$ cat config.mk
export PLATFORM = sky130hd
export DESIGN_NAME = game_sequencer_flat
export DESIGN_NICKNAME = d
export VERILOG_FILES = /design/src/rtl/game_pkg.sv /design/src/rtl/game_sequencer_if.sv /design/src/rtl/tick_divider.sv /design/src/rtl/game_sequencer.sv /design/src/flat_wrapper.sv
export SDC_FILE = /design/constraint.sdc
export NUM_CORES = 1
export LEC_CHECK = 0
export CORE_MARGIN = 2
export CORE_UTILIZATION = 30
export CTS_BUF_LIST = sky130_fd_sc_hd__clkbuf_4 sky130_fd_sc_hd__clkbuf_8
export DETAILED_ROUTE_END_ITERATION = 7
export HOLD_SLACK_MARGIN = 0.08
export PLACE_DENSITY_LB_ADDON = 0.25
export SLEW_MARGIN = 20
export SYNTH_ARGS = -nofsm -noshare
export SYNTH_HDL_FRONTEND = slang
export SYNTH_SLANG_ARGS = --single-unit
$ cat constraint.sdc
create_clock -name clk -period 2.75 [get_ports clk]
set_input_delay 0.6875 -clock clk [delete_from_list [all_inputs] [get_ports clk]]
set_output_delay 0.6875 -clock clk [all_outputs]
set_load 0.01 [all_outputs]
$ cat src/rtl/game_pkg.sv
// rtl/game_pkg.sv - shared types and constants for the game sequencer
// Purpose: state encoding, datapath widths and the saturating score helper.
// Ports: none (package).
package game_pkg;

    typedef enum logic [1:0] {
        IDLE      = 2'd0,
        RUNNING   = 2'd1,
        GAME_OVER = 2'd2
    } game_state_t;

    localparam int SCORE_W  = 14;
    localparam int PERIOD_W = 4;

    localparam logic [SCORE_W-1:0] SCORE_MAX = 14'h3FFF;

    // Score sticks at its maximum instead of wrapping to zero.
    function automatic logic [SCORE_W-1:0] score_inc(input logic [SCORE_W-1:0] s);
        return (s == SCORE_MAX) ? s : s + 1'b1;
    endfunction

endpackage

$ cat src/rtl/game_sequencer_if.sv
// rtl/game_sequencer_if.sv - player-side inputs and timing outputs of the sequencer
// Purpose: bundles the button/crash inputs and all tick, pulse and status outputs.
// Ports: master drives start_btn/crash and observes the rest; slave is the sequencer.
interface game_sequencer_if;
    import game_pkg::*;

    logic                start_btn;
    logic                crash;
    logic [1:0]          game_tick;
    logic                debounce_en;
    logic                game_start_pulse;
    logic                game_over_pulse;
    logic                running;
    logic [PERIOD_W-1:0] scroll_period;
    logic [SCORE_W-1:0]  score;

    modport master (
        output start_btn, crash,
        input  game_tick, debounce_en, game_start_pulse, game_over_pulse,
        input  running, scroll_period, score
    );

    modport slave (
        input  start_btn, crash,
        output game_tick, debounce_en, game_start_pulse, game_over_pulse,
        output running, scroll_period, score
    );

endinterface

$ cat src/rtl/tick_divider.sv
// rtl/tick_divider.sv - free-running modulo-DIV counter with terminal-count decode
// Purpose: counts 0..DIV-1 forever; tick is high while the count sits at DIV-1.
// Ports: clk, reset (sync, active-high), tick (terminal-count flag).
module tick_divider #(
    parameter int DIV = 4
) (
    input  logic clk,
    input  logic reset,
    output logic tick
);

    localparam int               CNT_W = $clog2(DIV);
    localparam logic [CNT_W-1:0] LAST  = CNT_W'(DIV - 1);

    logic [CNT_W-1:0] cnt;

    always_ff @(posedge clk) begin
        if (reset || cnt == LAST) begin
            cnt <= '0;
        end else begin
            cnt <= cnt + 1'b1;
        end
    end

    // Pure decode of the counter register. The sequencer registers it, so the
    // visible pulse lands in the cycle after the count reaches DIV-1, while the
    // sequencer can still act on the same edge that raises that pulse.
    assign tick = (cnt == LAST);

endmodule

$ cat src/rtl/game_sequencer.sv
// rtl/game_sequencer.sv - game-flow FSM, scroll/speed/lockout counters and score
// Purpose: sequences IDLE/RUNNING/GAME_OVER, generates frame/scroll ticks and the
//          debounce strobe, and keeps the run score.
// Ports: clk, reset (sync, active-high), bus (game_sequencer_if.slave):
//        start_btn/crash in; game_tick, debounce_en, game_start_pulse,
//        game_over_pulse, running, scroll_period, score out (all registered).
module game_sequencer
    import game_pkg::*;
#(
    parameter int FRAME_DIV      = 200000,
    parameter int DEBOUNCE_DIV   = 50000,
    parameter int BASE_PERIOD    = 8,
    parameter int MIN_PERIOD     = 2,
    parameter int SPEEDUP_TICKS  = 64,
    parameter int LOCKOUT_FRAMES = 60
) (
    input  logic             clk,
    input  logic             reset,
    game_sequencer_if.slave  bus
);

    localparam int SPD_W = $clog2(SPEEDUP_TICKS + 1);
    localparam int LCK_W = $clog2(LOCKOUT_FRAMES + 1);

    localparam logic [PERIOD_W-1:0] BASE     = PERIOD_W'(BASE_PERIOD);
    localparam logic [PERIOD_W-1:0] MINP     = PERIOD_W'(MIN_PERIOD);
    localparam logic [SPD_W-1:0]    SPD_LAST = SPD_W'(SPEEDUP_TICKS - 1);
    localparam logic [LCK_W-1:0]    LCK_LAST = LCK_W'(LOCKOUT_FRAMES - 1);

    game_state_t state, next_state;

    logic frame_pre, deb_pre;

    // Inputs are registered once; the edge detector compares that sample with
    // the one before it.
    logic btn_q, btn_prev, crash_q;

    logic                frame_q, deb_q, scroll_q;
    logic                start_q, over_q, running_q;
    logic [PERIOD_W-1:0] scroll_cnt, period_q;
    logic [SPD_W-1:0]    speed_cnt;
    logic [LCK_W-1:0]    lock_cnt;
    logic [SCORE_W-1:0]  score_q;

    logic start_edge;
    logic start_d, over_d, frame_adv, scroll_d;

    tick_divider #(.DIV(FRAME_DIV)) u_frame_div (
        .clk   (clk),
        .reset (reset),
        .tick  (frame_pre)
    );

    tick_divider #(.DIV(DEBOUNCE_DIV)) u_debounce_div (
        .clk   (clk),
        .reset (reset),
        .tick  (deb_pre)
    );

    assign start_edge = btn_q & ~btn_prev;

    always_ff @(posedge clk) begin
        if (reset) begin
            state <= IDLE;
        end else begin
            state <= next_state;
        end
    end

    always_comb begin
        next_state = state;
        case (state)
            IDLE:      if (start_edge) next_state = RUNNING;
            RUNNING:   if (crash_q) next_state = GAME_OVER;
            // frame_q is the frame tick currently visible on the output.
            GAME_OVER: if (frame_q && lock_cnt == LCK_LAST) next_state = IDLE;
            default:   next_state = IDLE;
        endcase
    end

    always_comb begin
        start_d   = (state == IDLE) && (next_state == RUNNING);
        over_d    = (state == RUNNING) && (next_state == GAME_OVER);
        // A crash on the deciding edge freezes the run: no frame advance,
        // no scroll tick, no score.
        frame_adv = (state == RUNNING) && !crash_q && frame_pre;
        scroll_d  = frame_adv && (scroll_cnt == period_q - 1'b1);
    end

    always_ff @(posedge clk) begin
        if (reset) begin
            btn_q      <= 1'b0;
            btn_prev   <= 1'b0;
            crash_q    <= 1'b0;
            frame_q    <= 1'b0;
            deb_q      <= 1'b0;
            scroll_q   <= 1'b0;
            start_q    <= 1'b0;
            over_q     <= 1'b0;
            running_q  <= 1'b0;
            scroll_cnt <= '0;
            speed_cnt  <= '0;
            lock_cnt   <= '0;
            period_q   <= BASE;
            score_q    <= '0;
        end else begin
            btn_q     <= bus.start_btn;
            btn_prev  <= btn_q;
            crash_q   <= bus.crash;
            frame_q   <= frame_pre;
            deb_q     <= deb_pre;
            scroll_q  <= scroll_d;
            start_q   <= start_d;
            over_q    <= over_d;
            running_q <= (next_state == RUNNING);

            if (start_d) begin
                score_q    <= '0;
                period_q   <= BASE;
                scroll_cnt <= '0;
                speed_cnt  <= '0;
            end else if (frame_adv) begin
                if (scroll_d) begin
                    scroll_cnt <= '0;
                    score_q    <= score_inc(score_q);
                    if (speed_cnt == SPD_LAST) begin
                        speed_cnt <= '0;
                        if (period_q > MINP) begin
                            period_q <= period_q - 1'b1;
                        end
                    end else begin
                        speed_cnt <= speed_cnt + 1'b1;
                    end
                end else begin
                    scroll_cnt <= scroll_cnt + 1'b1;
                end
            end

            if (over_d) begin
                lock_cnt <= '0;
            end else if (state == GAME_OVER && frame_q) begin
                lock_cnt <= lock_cnt + 1'b1;
            end
        end
    end

    assign bus.game_tick        = {frame_q, scroll_q};
    assign bus.debounce_en      = deb_q;
    assign bus.game_start_pulse = start_q;
    assign bus.game_over_pulse  = over_q;
    assign bus.running          = running_q;
    assign bus.scroll_period    = period_q;
    assign bus.score            = score_q;

endmodule

$ cat src/flat_wrapper.sv
// flat-port wrapper written by rule: the top's interface ports become plain ports
module game_sequencer_flat import game_pkg::*;
#(
    parameter int FRAME_DIV      = 200000,
    parameter int DEBOUNCE_DIV   = 50000,
    parameter int BASE_PERIOD    = 8,
    parameter int MIN_PERIOD     = 2,
    parameter int SPEEDUP_TICKS  = 64,
    parameter int LOCKOUT_FRAMES = 60
)
  (clk, reset, bus_start_btn, bus_crash, bus_game_tick, bus_debounce_en, bus_game_start_pulse, bus_game_over_pulse, bus_running, bus_scroll_period, bus_score);
  game_sequencer_if bus_i ();
  input  logic clk;
  input  logic reset;
  input wire logic [$bits(bus_i.start_btn)-1:0] bus_start_btn;
  input wire logic [$bits(bus_i.crash)-1:0] bus_crash;
  output wire logic [$bits(bus_i.game_tick)-1:0] bus_game_tick;
  output wire logic [$bits(bus_i.debounce_en)-1:0] bus_debounce_en;
  output wire logic [$bits(bus_i.game_start_pulse)-1:0] bus_game_start_pulse;
  output wire logic [$bits(bus_i.game_over_pulse)-1:0] bus_game_over_pulse;
  output wire logic [$bits(bus_i.running)-1:0] bus_running;
  output wire logic [$bits(bus_i.scroll_period)-1:0] bus_scroll_period;
  output wire logic [$bits(bus_i.score)-1:0] bus_score;
  assign bus_i.start_btn = bus_start_btn;
  assign bus_i.crash = bus_crash;
  assign bus_game_tick = bus_i.game_tick;
  assign bus_debounce_en = bus_i.debounce_en;
  assign bus_game_start_pulse = bus_i.game_start_pulse;
  assign bus_game_over_pulse = bus_i.game_over_pulse;
  assign bus_running = bus_i.running;
  assign bus_scroll_period = bus_i.scroll_period;
  assign bus_score = bus_i.score;
  game_sequencer #(.FRAME_DIV(FRAME_DIV), .DEBOUNCE_DIV(DEBOUNCE_DIV), .BASE_PERIOD(BASE_PERIOD), .MIN_PERIOD(MIN_PERIOD), .SPEEDUP_TICKS(SPEEDUP_TICKS), .LOCKOUT_FRAMES(LOCKOUT_FRAMES)) u_core (.clk(clk), .reset(reset), .bus(bus_i));
endmodule
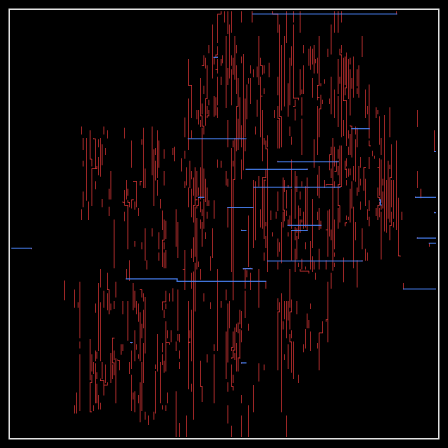
**Above:** routed metal, one color a layer.
Only two layers are drawn.
metal 3: in blue, wire length 231 um. metal 2: in red, wire length 3550 um.

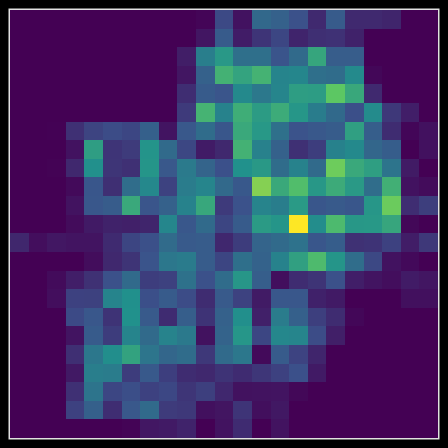
**Above:** signal metal coverage by tile.
The die is cut into 23 by 23 equal tiles; dark purple is low, yellow is high, scaled to the fullest tile. Values are wire area over tile area, all layers added.
The mean over all tiles is 0.091. The densest ninth of the die: center. The emptiest ninth of the die: upper left. 34% of the tiles are nearly empty. The fullest tile reaches 0.49. 9.6% of the tiles are over half the peak.

==> flow_summary.yaml <==
# physical design summary
timing:
  fin_setup_tns_ns: 0
  fin_hold_ws_ns: 0.4556
  measured_slew_at_the_worst_slew_check_pin_ns: 0.6251
  finalCritPeriodShare_pct: 88.79
  setup_viol_count_final: 0
  crit_path_time_final_ns: 2.442
  finalMaxSlewViolations: 0
die:
  core_area_um2: 11960
  fp_util_pct: 30.51
  top_level_ports: 28
yosys:
  post-synth-top-area-fraction_pct: 43.88
  mappedNetlistArea_um2: 3650
  postSynthAreaPerCell_um2: 8.816
  synth-async-reset-ratio_pct: 0
  yosys_warnings: 0
  area_of_the_synthesized_netlist_per_yosys_stat_um2: 3650
  post-synth-top-count-cell: "dfxtp_1"
  ys_dominant_reg_cell: "dfxtp_1"
  yosys_cells: 414
power_and_ir_drop:
  power.share.sequential_pct: 54.4
  finalPower_mw: 2.168
  clock_power_share_pct: 42.7
  netSwitchingPower_mw: 0.4981
  combinationalPowerShare_pct: 2.9
  static-leakage-power_nw: 1.429
  p_int_mw: 1.670
  p_comb_mw: 0.0636
worst_setup_path:
  critical_path.reg2reg.endpoint: "u_core.speed_cnt[0]$_SDFFE_PP0P_"
  worst_r2r_startpoint: "u_core.bus.scroll_period[0]$_SDFFE_PP0P_"
  endpoint: "u_core.speed_cnt[0]$_SDFFE_PP0P_"
  setup.worst_path.start_class: "flip-flop"
  rr_worst_depth: 7
  crit_required_ns: 3.04
final_layout:
  area_share_nonclk_buffers_pct: 7.225
  inv_count: 11
  multiInputGateArea_um2: 1912
  comb_share_pct: 44.88
  layout-drive-gt1-share_pct: 6.122
  flop-count: 80
  lay_top_count: "dfxtp_1"
  final.clkbuf_count: 11
  non_clock_buffer_count: 32
  fill_cells: 1221
  most_frequently_placed_logic_cells_in_the_final_layout: "dfxtp_1 (80), nor2_1 (51), clkdlybuf4s50_1 (27)"
  clockNetworkAreaShare_pct: 5.022
  multi_input_comb_cells: 302
  num_antenna_cells: 0
job:
  warnings: 27
  max_cap_violations: 0
global_route:
  globalRouteMet2Util_pct: 19.48
  grt_start_max_net_pins: 32
  wire_length_of_the_first_global_routing_pass_mm: 12.99
  grt_use_met3_pct: 2.912
  top_usage_layer: "met2"
  first_global_vias: 2811
  gr-usage-met1_pct: 15.85
  grt_antenna_before_repair: 0
route:
  top_layer_used: "met4"
  drt_first_pass_iters: 5
  ant_nets: 0
  via_per_inst: 5.048
  detailroute.via_count: 2968
  wl_met3_um: 230
  route.detailed.drc: 0
  routedWlPerCell_um: 13.07
  drt_wl_total_mm: 7.685
  dr.first_iter.drc_count: 174
cts:
  tritoncts: "built"
  cts-root-buf: "clkbuf_8"
  cts-buffers-inserted: 9
  cts.hold.buffers_added: 0
  clock_latency_ns: 0.35
  cts.reportedPaths.clkPinSlew_ns: 0.08
placed_design:
  gp_congestion: 0.8080
  placement.io_buffers: 27
  place_hpwl_mm: 5.295
outcome:
  outcome: "finished clean"
hold_path:
  hold_start: "u_core.u_frame_div.cnt[0]$_SDFF_PP0_"
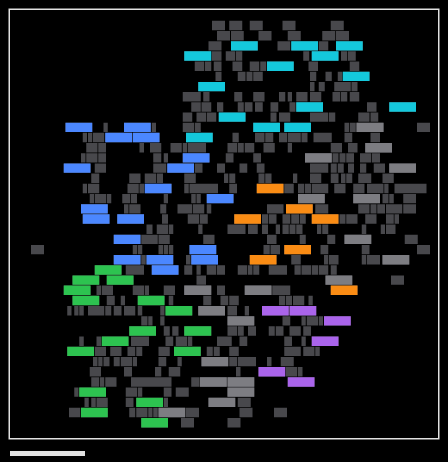
**Above:** register map, names as in the netlist.
The bar under the picture is 20 um long. Other sequential cells in the stronger gray, the rest of the logic in the fainter gray.
`u_core.bus.score`: in cyan, flops 14. `u_core.u_debounce_div.cnt`: in green, flops 16, where lower left. `u_core.lock_cnt`: in purple, flops 6. `u_core.speed_cnt`: in orange, flops 7. `u_core.u_frame_div.cnt`: in blue, flops 18.
Another 19 sequential cells are not colored.
sequential portion of the cell area: 37.59%
Sequential Power: 1.18 mW
sequential cell area: 1602 um2
final core area utilization: 35.62%

[kinds of logic (layout without fill, tap and decap cells)]
group,after synthesis,count (layout),synth area share [%]
flops,80,80,43.88
xor+xnor,39,39,9.770
mux,4,4,1.131
compound gates,59,59,9.907
fa+ha+maj,8,8,2.743
simple gates,192,192,28.83
buf+inv,32,59,3.736
[worst max-delay path, cell delays in order (launching register included)]
cell     delay, ns
dfxtp_1       0.39
inv_1         0.10
ha_1          0.33
xnor2_1       0.14
nor3_2        0.29
nand2_1       0.35
or4_1         0.62
a21oi_1       0.15
[metrics by stage]
step	setup slack [ns]	instance area (um2)	std cells	util, %
global placement	0.4075	4046	572	33.83
detailed placement	0.3485	4046	572	33.83
CTS	0.3250	4260	588	35.62
floorplan	0.5333	3650	414	-
global route	0.07150	4260	588	35.62
finish	0.3083	4260	588	35.62
Power is estimated from default activity; no workload was simulated.
